==> config.mk <==
export PLATFORM = sky130hd
export DESIGN_NAME = spi_slave
export DESIGN_NICKNAME = d
export VERILOG_FILES = /design/src/rtl/spi_slave.sv
export SDC_FILE = /design/constraint.sdc
export NUM_CORES = 1
export LEC_CHECK = 0
export CAP_MARGIN = 20
export CELL_PAD_IN_SITES_DETAIL_PLACEMENT = 1
export CELL_PAD_IN_SITES_GLOBAL_PLACEMENT = 1
export CORE_AREA = 2 2 91 93
export DETAILED_ROUTE_END_ITERATION = 8
export DIE_AREA = 0 0 93 95
export PLACE_DENSITY_LB_ADDON = 0.1
export SKIP_LAST_GASP = 1
export SLEW_MARGIN = 30
export SYNTH_ARGS = -nofsm -noshare
export SYNTH_HDL_FRONTEND = slang
export SYNTH_SLANG_ARGS = --single-unit
==> constraint.sdc <==
create_clock -name clk -period 1.7 [get_ports clk]
set_clock_uncertainty 0.05 [all_clocks]
set_input_delay 0.34 -clock clk [delete_from_list [all_inputs] [get_ports clk]]
set_output_delay 0.34 -clock clk [all_outputs]
set_load 0.005 [all_outputs]
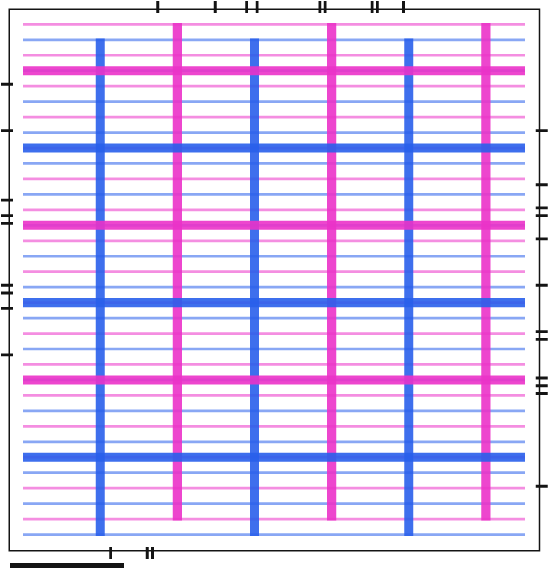
Figure 1: PDN straps and rails.
Scale bar: 20 µm. Pins as bars on the die edge.
colour	net
blue	VSS
magenta	VDD
met1 rails	34
signal pins	33
maximum vdd drop: 0.545 mV
Chip Width: 93 µm
Core Region: 7930 µm²

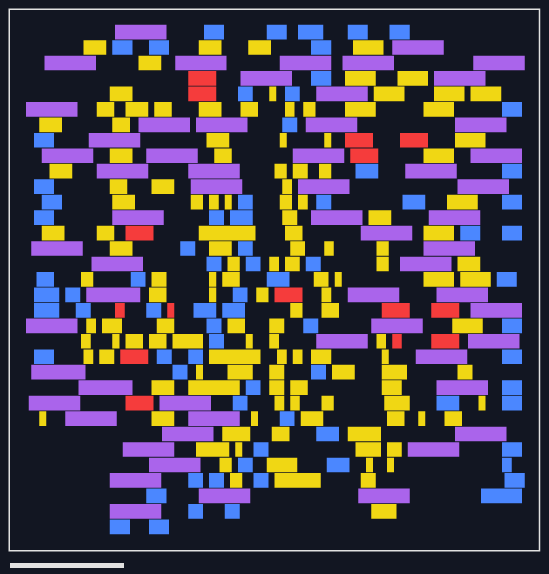
Figure 2: placed cells, one colour a class.
Scale bar: 20 µm.
colour	class	cells	share of their area
yellow	remaining logic cells	134	34%
red	clock drivers and dummy loads	15	5.0%
purple	registers	59	41%
blue	remaining buffers and delay cells	76	19%
Final Util: 47.1%
flop share of the area: 39.7%
Placement Rows: 33

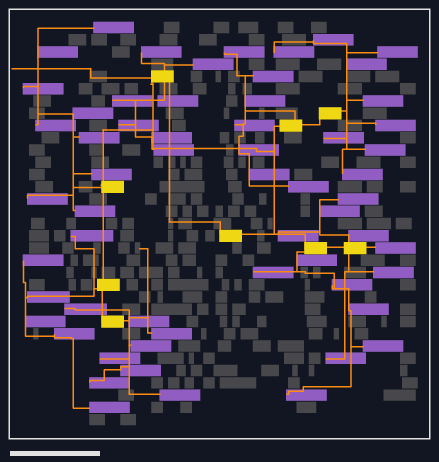
Figure 3: routed clock nets over the placement.
Scale bar: 20 µm.
[purple] flip-flops | count: 59
[orange] clock wires | length: 861 µm
[yellow] clock-net drivers | count: 9
flops lie	spread over the die
routed clock nets	10
clk ins delay skew pair: 0.33 ns
clk pwr: 0.00116 W

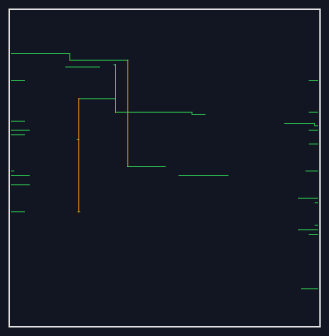
Figure 4: wiring by layer.
Two of the layers only.
colour	layer	wire length
orange	M4	80.2 µm
green	M3	189 µm
DR WL/cell: 15.8 µm
Vias: 1,871

==> GITHUB_STEP_SUMMARY <==
## Synthesis and layout report

| Metric | Value |
|---|---|
| Status | finished, violations left |
| Violated checks | setup timing |
| Share of layout cells above drive strength 1 | 40.1% |
| Logic inverters | 11 |
| Gate Area | 1200 µm² |
| Max-slew violations | 0 |
| Synth top area share | 52.8% |
| Xor/xnor share | 0.613% |
| Cell taking the most area after synthesis | dfrtp_1 |
| Area growth, synth to finish | 40.6% |
| Final ANT Viol Nets | 0 |
| Pleak | 1.73 nW |
| Floorplan net count | 224 |
| YS chip area | 2660 µm² |
| Sequential Area | 1480 µm² |
| Seq cells | 59 |
| Pre-CTS setup slack | -0.108 ns |
| Top Layout Cells | 56 x dfrtp_1, 33 x buf_4, 27 x clkdlybuf4s50_1, 17 x mux2_2, 16 x mux2_4 |
| Yosys adder share | 3.77% |
| Clk network pwr share | 21.9% |
| Data buffer area share | 18.8% |
| Final #Nets | 305 |
| WHS | 0.298 ns |
| Setup TNS | -1.26 ns |
| Crit-path cells | xnor2_2 > buf_4 > mux2i_2 > o32ai_4 > buf_6 > mux2_2 |
| # setup viols final | 20 |
| Synthesized flop and latch total | 59 |
| Top delay family on crit path | multiplexers |
| R2R depth | 6 |
| DR WL met2 | 3060 µm |
| Met1 Usage GRT | 19.5% |
| Synth Seq Share | 55.7% |
| H-tree lvl count | 3 |
| DRC errors left | 0 |
| Max Fclk | 0.552 GHz |
| CTS buffer count | 9 |
| #MultiIn Comb | 123 |
| Comb power frac | 40.7% |
| Cell count in the Yosys report | 199 |
| Tap Count | 105 |
| RSZ-0062 raised after global routing | true |
| Fraction of area in multi-input gates | 32.1% |
| Logic power comb | 0.00215 W |
| CTS tree | yes |
| Tot GR Track Use | 15.4% |
| CP max stage delay | 0.41 ns |
| Fraction of registers with async set/reset | 100% |
| Fin cells | 389 |
| Global-route wire length before repair | 10,200 µm |
| M2 GR Usage | 25.4% |
| Via density per instance | 4.81 |
| Clkbuf count | 13 |
| Ant. Diodes | 0 |
| Final hold violation count | 0 |
| Clk root buf | clkbuf_8 |
| Fp util | 33.5% |
| Cell Area, Placed | 3290 µm² |
| Non-CTS buffers | 76 |
| Syn. warnings | 0 |
| Post-DP HPWL | 3920 µm |
| Setup WS post-layout | -0.112 ns |
| I/O Buffers | 32 |
| Dominant logic cell type in the layout | dfrtp_1 |
| Sw Pwr | 0.00167 W |
| Met3 WL | 189 µm |
| Tool Warnings | 34 |
| RD Place Congestion | 0.724 |
| Top sig layer | met4 |
| Min Tclk post-route | 1.81 ns |
| Synthesized cell area | 2660 µm² |
| Drt pass-1 iters | 4 |
| WP depth | 6 |
| AO/OA Area Share | 11.9% |
| Max Cap Viol | 0 |
| I/O Pins | 33 |
| R2R Setup Slk | -0.11 ns |
| Internal power | 0.00361 W |
| Avg Inst Size Synth | 13.3 µm² |
| Setup CP Type | reg2reg |
| Final clock-cell share | 4.79% |
| Iteration-0 DRC Markers | 63 |
| Largest net degree at the start of global routing | 60 |
| Clock Pin Slew Worst Setup and Hold Paths | 0.06 ns |
| Cells after DPL | 358 |
| Sequential share of power | 37.4% |
| Worst EP required | 1.86 ns |
| Clock sink count | 59 |
| Synth cell count leaders | 56 x dfrtp_1, 24 x mux2_2, 11 x inv_1, 9 x mux2_4, 9 x o21ai_0 |
| P per Cell Area | 1410 nW/µm² |
| Pwr Total | 0.00528 W |
| Comb area leader | multiplexers |
| Top power consumer group | combinational logic |
| CP endpoint kind | register |
| Critical Path Start Type | register |
| Gate Count Post-Synth | 199 |
| Unique cell types | 43 |
| Finished Cell Area | 3730 µm² |
| Top FF cell, synth | dfrtp_1 |
| Top class by area | registers |
| Arr. time, crit path | 1.97 ns |
| WL met1 | 2820 µm |
| EDFF count, synth | 0 |
| Filler instances | 852 |
| Total die area | 8840 µm² |
| Basic Gates by Area | 8.15% |
| Tcrit/Tclk final | 107% |
| Post-CTS Hold Buffers | 1 |
| Met3 usage | 3.91% |
| Routed Wire Length | 6140 µm |
| Vias in the first global route | 1,973 |
| Sw frac | 31.6% |
| Busiest grt layer | met2 |
| Flop+latch power | 0.00198 W |
| Clock Path Buffers | 2 |
| Hold WC Path Type | reg2reg |
| GR Overflow Total | 0 |
| CP bufs+invs | 2 |
| Post-synth mux share | 16.4% |
| Post-CTS Setup Inserts | 9 |
| Crit Path Max Fanout | 4 |
| Initial antenna violation count | 0 |
| Hold depth | 0 |
| Yosys top cell by instances | dfrtp_1 |
| Slowest-stage cell, CP | dfrtp_1 |
| Cell area leaders | dfrtp_1 53%, mux2_2 10%, mux2_4 5.1%, ha_1 3.8%, dfstp_2 3.0% |
| CTS resizes | 16 |
No activity file was given, so power comes from the tool's default toggle rates.
